===== src/rtl/audio_dac_tx.sv =====
// audio_dac_tx: sink for the mixer's stereo stream. Samples are queued in a
// small FIFO and shifted out MSB-first on the WM8731 DACDAT pin in I2S
// format. The codec is clock master, so BCLK/DACLRCK are synchronised in
// and used as edge events on the system clock. Frames that start with no
// queued sample send silence and are counted as underruns.
module audio_dac_tx #(
  parameter int DEPTH    = 4,
  parameter int LG_DEPTH = 2,
  parameter int SAMPLE_W = 16
) (
  input  logic                  i_clk,
  input  logic                  i_rst_n,
  input  logic                  i_enable,
  input  logic                  in_valid,
  input  logic [2*SAMPLE_W-1:0] in_data,
  output logic                  in_ready,
  input  logic                  i_bclk,
  input  logic                  i_daclrck,
  output logic                  o_dacdat,
  output logic [LG_DEPTH:0]     o_level,
  output logic [15:0]           o_underrun
);

  localparam int                 CNT_W    = $clog2(SAMPLE_W + 1);
  localparam logic [LG_DEPTH:0]  FULL_LVL = (LG_DEPTH + 1)'(DEPTH);
  localparam logic [LG_DEPTH:0]  LVL_ONE  = (LG_DEPTH + 1)'(1);
  localparam logic [LG_DEPTH-1:0] PTR_ONE = LG_DEPTH'(1);
  localparam logic [CNT_W-1:0]   CNT_ONE  = CNT_W'(1);
  localparam logic [CNT_W-1:0]   CNT_LAST = CNT_W'(SAMPLE_W);

  typedef enum logic [1:0] {
    IDLE,
    LEFT,
    RIGHT
  } state_t;

  // Pin synchronisers: [0],[1] are the 2-flop synchroniser, [2] is history
  logic [2:0] bclk_sr;
  logic [2:0] lrck_sr;
  logic       bclk_fall;
  logic       lrck_fall;
  logic       lrck_rise;

  // Registered run enable; gates in_ready so it is low through reset
  logic en_q;

  // FIFO storage and bookkeeping
  logic [2*SAMPLE_W-1:0] mem [DEPTH];
  logic [LG_DEPTH-1:0]   wr_ptr;
  logic [LG_DEPTH-1:0]   rd_ptr;
  logic [LG_DEPTH:0]     level_q;
  logic [2*SAMPLE_W-1:0] rd_data;
  logic                  push;
  logic                  pop;
  logic                  have_data;

  // Frame engine state
  state_t                state_q, state_d;
  logic [SAMPLE_W-1:0]   shift_q, shift_d;
  logic [SAMPLE_W-1:0]   right_q, right_d;
  logic [CNT_W-1:0]      cnt_q, cnt_d;
  logic                  skip_q, skip_d;
  logic                  dat_q, dat_d;
  logic                  urun_inc;
  logic [15:0]           underrun_q;

  // Shift both codec clocks through synchroniser + history stages
  always_ff @(posedge i_clk) begin
    if (!i_rst_n) begin
      bclk_sr <= '0;
      lrck_sr <= '0;
    end else begin
      bclk_sr <= {bclk_sr[1:0], i_bclk};
      lrck_sr <= {lrck_sr[1:0], i_daclrck};
    end
  end

  assign bclk_fall = bclk_sr[2] & ~bclk_sr[1];
  assign lrck_fall = lrck_sr[2] & ~lrck_sr[1];
  assign lrck_rise = ~lrck_sr[2] & lrck_sr[1];

  // Register the enable so in_ready follows it one cycle later
  always_ff @(posedge i_clk) begin
    if (!i_rst_n) en_q <= 1'b0;
    else          en_q <= i_enable;
  end

  assign in_ready  = en_q && (level_q != FULL_LVL);
  assign push      = in_valid && in_ready;
  assign have_data = (level_q != '0);
  assign rd_data   = mem[rd_ptr];

  // FIFO data array (contents need no reset; pointers define validity)
  always_ff @(posedge i_clk) begin
    if (push) mem[wr_ptr] <= in_data;
  end

  // FIFO pointers and occupancy; disable flushes everything
  always_ff @(posedge i_clk) begin
    if (!i_rst_n || !i_enable) begin
      wr_ptr  <= '0;
      rd_ptr  <= '0;
      level_q <= '0;
    end else begin
      if (push) wr_ptr <= wr_ptr + PTR_ONE;
      if (pop)  rd_ptr <= rd_ptr + PTR_ONE;
      if (push && !pop)      level_q <= level_q + LVL_ONE;
      else if (!push && pop) level_q <= level_q - LVL_ONE;
    end
  end

  // Frame FSM next state, shifter and serial output. An LRCK edge arriving
  // together with a BCLK fall consumes that fall as the I2S delay bit, so
  // skip is only armed when no BCLK fall coincides with the channel start.
  always_comb begin
    state_d  = state_q;
    shift_d  = shift_q;
    right_d  = right_q;
    cnt_d    = cnt_q;
    skip_d   = skip_q;
    dat_d    = dat_q;
    pop      = 1'b0;
    urun_inc = 1'b0;
    if (!i_enable) begin
      state_d = IDLE;
      dat_d   = 1'b0;
      cnt_d   = '0;
      skip_d  = 1'b0;
    end else if (lrck_fall) begin
      state_d  = LEFT;
      pop      = have_data;
      urun_inc = !have_data;
      shift_d  = have_data ? rd_data[2*SAMPLE_W-1:SAMPLE_W] : '0;
      right_d  = have_data ? rd_data[SAMPLE_W-1:0] : '0;
      cnt_d    = '0;
      skip_d   = !bclk_fall;
      dat_d    = 1'b0;
    end else if (lrck_rise && state_q == LEFT) begin
      state_d = RIGHT;
      shift_d = right_q;
      cnt_d   = '0;
      skip_d  = !bclk_fall;
      dat_d   = 1'b0;
    end else if (state_q == IDLE) begin
      dat_d = 1'b0;
    end else if (bclk_fall) begin
      if (skip_q) begin
        skip_d = 1'b0;
        dat_d  = 1'b0;
      end else if (cnt_q != CNT_LAST) begin
        dat_d   = shift_q[SAMPLE_W-1];
        shift_d = shift_q << 1;
        cnt_d   = cnt_q + CNT_ONE;
      end else begin
        dat_d = 1'b0;
      end
    end
  end

  // Frame FSM and shifter registers
  always_ff @(posedge i_clk) begin
    if (!i_rst_n) begin
      state_q <= IDLE;
      shift_q <= '0;
      right_q <= '0;
      cnt_q   <= '0;
      skip_q  <= 1'b0;
      dat_q   <= 1'b0;
    end else begin
      state_q <= state_d;
      shift_q <= shift_d;
      right_q <= right_d;
      cnt_q   <= cnt_d;
      skip_q  <= skip_d;
      dat_q   <= dat_d;
    end
  end

  // Saturating count of frames started with nothing to send
  always_ff @(posedge i_clk) begin
    if (!i_rst_n)                                underrun_q <= '0;
    else if (urun_inc && underrun_q != 16'hFFFF) underrun_q <= underrun_q + 16'd1;
  end

  assign o_dacdat   = dat_q;
  assign o_level    = level_q;
  assign o_underrun = underrun_q;

endmodule


===== config.mk =====
export PLATFORM = sky130hd
export DESIGN_NAME = audio_dac_tx
export DESIGN_NICKNAME = d
export VERILOG_FILES = /design/src/rtl/audio_dac_tx.sv
export SDC_FILE = /design/constraint.sdc
export NUM_CORES = 1
export LEC_CHECK = 0
export CAP_MARGIN = 0
export CORE_ASPECT_RATIO = 0.7
export CORE_UTILIZATION = 52
export CTS_CLUSTER_DIAMETER = 150
export DETAILED_ROUTE_END_ITERATION = 10
export GPL_TIMING_DRIVEN = 0
export PLACE_DENSITY = 0.73
export SETUP_SLACK_MARGIN = 0.3
export SLEW_MARGIN = 10
export SYNTH_ARGS = -nofsm -noshare
export SYNTH_HDL_FRONTEND = slang
export SYNTH_SLANG_ARGS = --single-unit

===== constraint.sdc =====
create_clock -name i_clk -period 2.4 [get_ports i_clk]
set_input_delay 0.24 -clock i_clk [delete_from_list [all_inputs] [get_ports i_clk]]
set_output_delay 0.24 -clock i_clk [all_outputs]
set_load 0.03 [all_outputs]

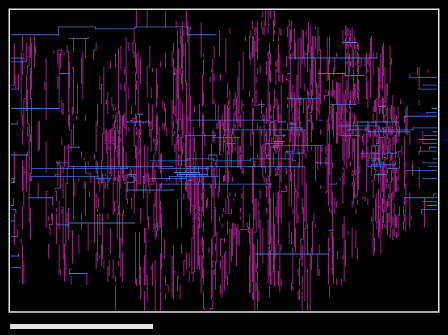
*Metal layers overlaid, run 1*
The bar under the picture is 50 µm long. Two of the layers only.
legend:
  met3:
    colour: blue
    wire_length: 1000 µm
  met2:
    colour: magenta
    wire_length: 7960 µm
WL per Instance: 19.9 µm
DRT Wirelength: 16.6 mm

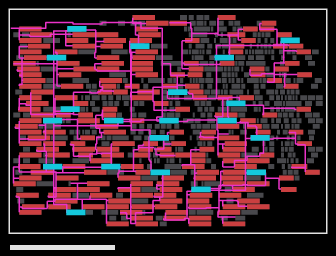
*Clock network drawn from the DEF, run 1*
The bar under the picture is 50 µm long.
legend:
  flip-flops:
    colour: red
    count: 201
  cells driving clock nets:
    colour: cyan
    count: 20
  clock wires:
    colour: magenta
    length: 2120 µm
routed clock nets: 21
flops lie: widely spread
clk_lat worst skew: 0.49 ns
clock network power share: 42.5%
Final Skew: 0.0159 ns

==> results_slide.txt, run 1 <==
Flow Results at a Glance

Setup path
  – CP bufs+invs: 4
  – Crit path DAT: 2.76 ns
  – Kind of critical path: reg -> reg
  – Crit end category: flip-flop

Drt
  – Antenna-violating nets left: 0
  – Vias per cell: 6.00
  – Via Count: 5023

Floorplanning
  – Full die area: about 16000 µm²
  – Die height: 106 µm
  – Chip width: 150 µm

Pwr
  – Switching share of total power: 19.9%
  – Clock Power: 2.92 mW
  – Sequential power share: between 50% and 60%

CTS
  – CTS Buf Count: 20
  – CTS resizes: 18
  – # H-tree levels: 1
  – Clock tree from TritonCTS: built

Run status
  – Outcome: complete, no violations

Final timing
  – Relative slew margins: a little under two fifths
  – Hold WS: 0.144 ns
  – Final worst path period need: 2.35 ns
  – Slew Viols, Final: 0
  – Actual slew at the worst max-slew pin: 0.935 ns
  – RSZ-0062 raised after global routing: yes

Global routing
  – GRT Max-Usage Layer: met2

Finish
  – Logic area: about 2600 µm²
  – Mi-comb count: 285
  – Fill count: between 1000 and 1500
  – Biggest register: mem
  – Final Cell Area: between 9000 and 10000 µm²

Synthesis
  – Area leader, netlist: edfxtp_1
  – Compound Share, Synth: 9.74%
  – Adder Area Share: 1.51%
  – Ys cells: 533
  – Synth Flop Type: edfxtp_1
  – Asr flop ratio synth: 0%

Min path
  – Hold EP: state_q[1]

Run
  – Log Warnings: 33
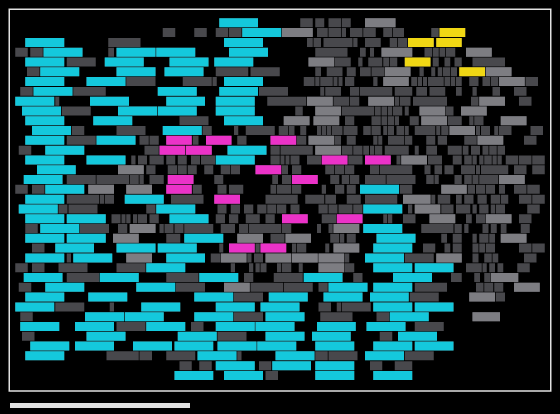
*Register map, names as in the netlist, run 1*
The bar under the picture is 50 µm long.
legend:
  `shift_q`:
    colour: magenta
    sequential_cells: 16
    where: centre
  `mem`:
    colour: cyan
    sequential_cells: 128
    where: widely spread
  `cnt_q`:
    colour: yellow
    sequential_cells: 5
    where: upper right
Final Util: 65.5%
Reg area: 5320 µm²

==> inputs of run 2 (changes only) <==
Settings changed: HOLD_SLACK_MARGIN set to 0.03.
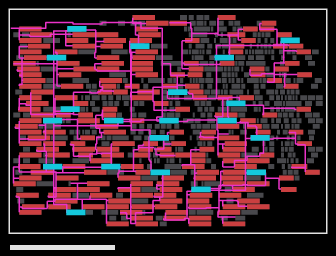
*Clock network drawn from the DEF, run 2*
The bar under the picture is 50 µm long.
legend:
  cells driving clock nets:
    colour: cyan
    count: 20
  clock wires:
    colour: magenta
    length: 2120 µm
  flip-flops:
    colour: red
    count: 201
flops lie: widely spread
routed clock nets: 21
Clock Power: 2.92 mW

==> run 2 against run 1 <==
Core utilization did not move. Non-clock buffer count did not move. Die size did not move. Worst setup slack did not move. Clock power barely moved. Largest power group unchanged.
==> results_slide.txt, run 2 <==
Flow Results at a Glance

Finish
  – Area Overhead vs Synth: 21.8%
  – Num sequential: 201
  – Biggest register: mem
  – Max-area cell class: sequential cells
  – Fill count: 1051
  – Logic area: 2590 µm²
  – Share of layout cells above drive strength 1: 21.5%
  – Reg area: 5320 µm²
  – Final Util: roughly 66%
  – Mi-comb count: ~290
  – Final Cell Area: 9710 µm²

CTS
  – CTS resizes: 18
  – # H-tree levels: 1
  – Clock tree from TritonCTS: built
  – Clock Tree Root: clkbuf_16
  – CTS Buf Count: 20
  – Clk_lat worst skew: 0.49 ns

Final timing
  – Hold WS: 0.144 ns
  – Relative slew margins: 37.7%
  – Final worst path period need: 2.35 ns
  – Slew Viols, Final: 0
  – Actual slew at the worst max-slew pin: 0.935 ns
  – RSZ-0062 raised after global routing: yes
  – Final Skew: 0.0159 ns

Floorplanning
  – Die height: 106 µm
  – Full die area: 15800 µm²
  – Fp_density: approximately 54%
  – Chip width: 150 µm

Min path
  – Hold EP: state_q[1]

Setup path
  – Crit end category: flip-flop
  – Kind of critical path: reg -> reg
  – Crit path DAT: 2.76 ns
  – CP bufs+invs: 4

Drt
  – Antenna-violating nets left: 0
  – Vias per cell: about 6.0
  – DRT Wirelength: roughly 17 mm
  – WL per Instance: 19.9 µm

Pwr
  – Pint: around 5.5 mW
  – Switching share of total power: 19.9%
  – Sequential power share: between 50% and 60%

Run status
  – Outcome: complete, no violations

Synthesis
  – Most common cell in the netlist: edfxtp_1
  – Ys cells: 533
  – Area leader, netlist: edfxtp_1
  – Asr flop ratio synth: 0%
  – Adder Area Share: 1.51%
  – Synth Flop Type: edfxtp_1

Global routing
  – First-pass GRT wire length: 26.1 mm
  – GRT Max-Usage Layer: met2
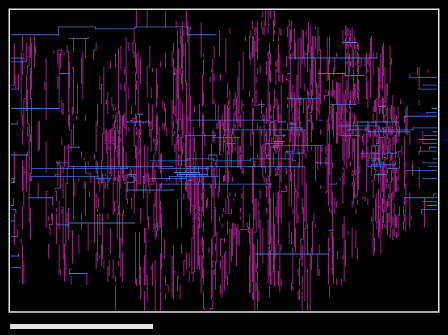
*Metal layers overlaid, run 2*
The bar under the picture is 50 µm long. Two of the layers only.
legend:
  met2:
    colour: magenta
    wire_length: 7960 µm
  met3:
    colour: blue
    wire_length: 1000 µm
Via Count: 5023
Total Routing Usage GR: 21.7%

Power is estimated from default activity; no workload was simulated.
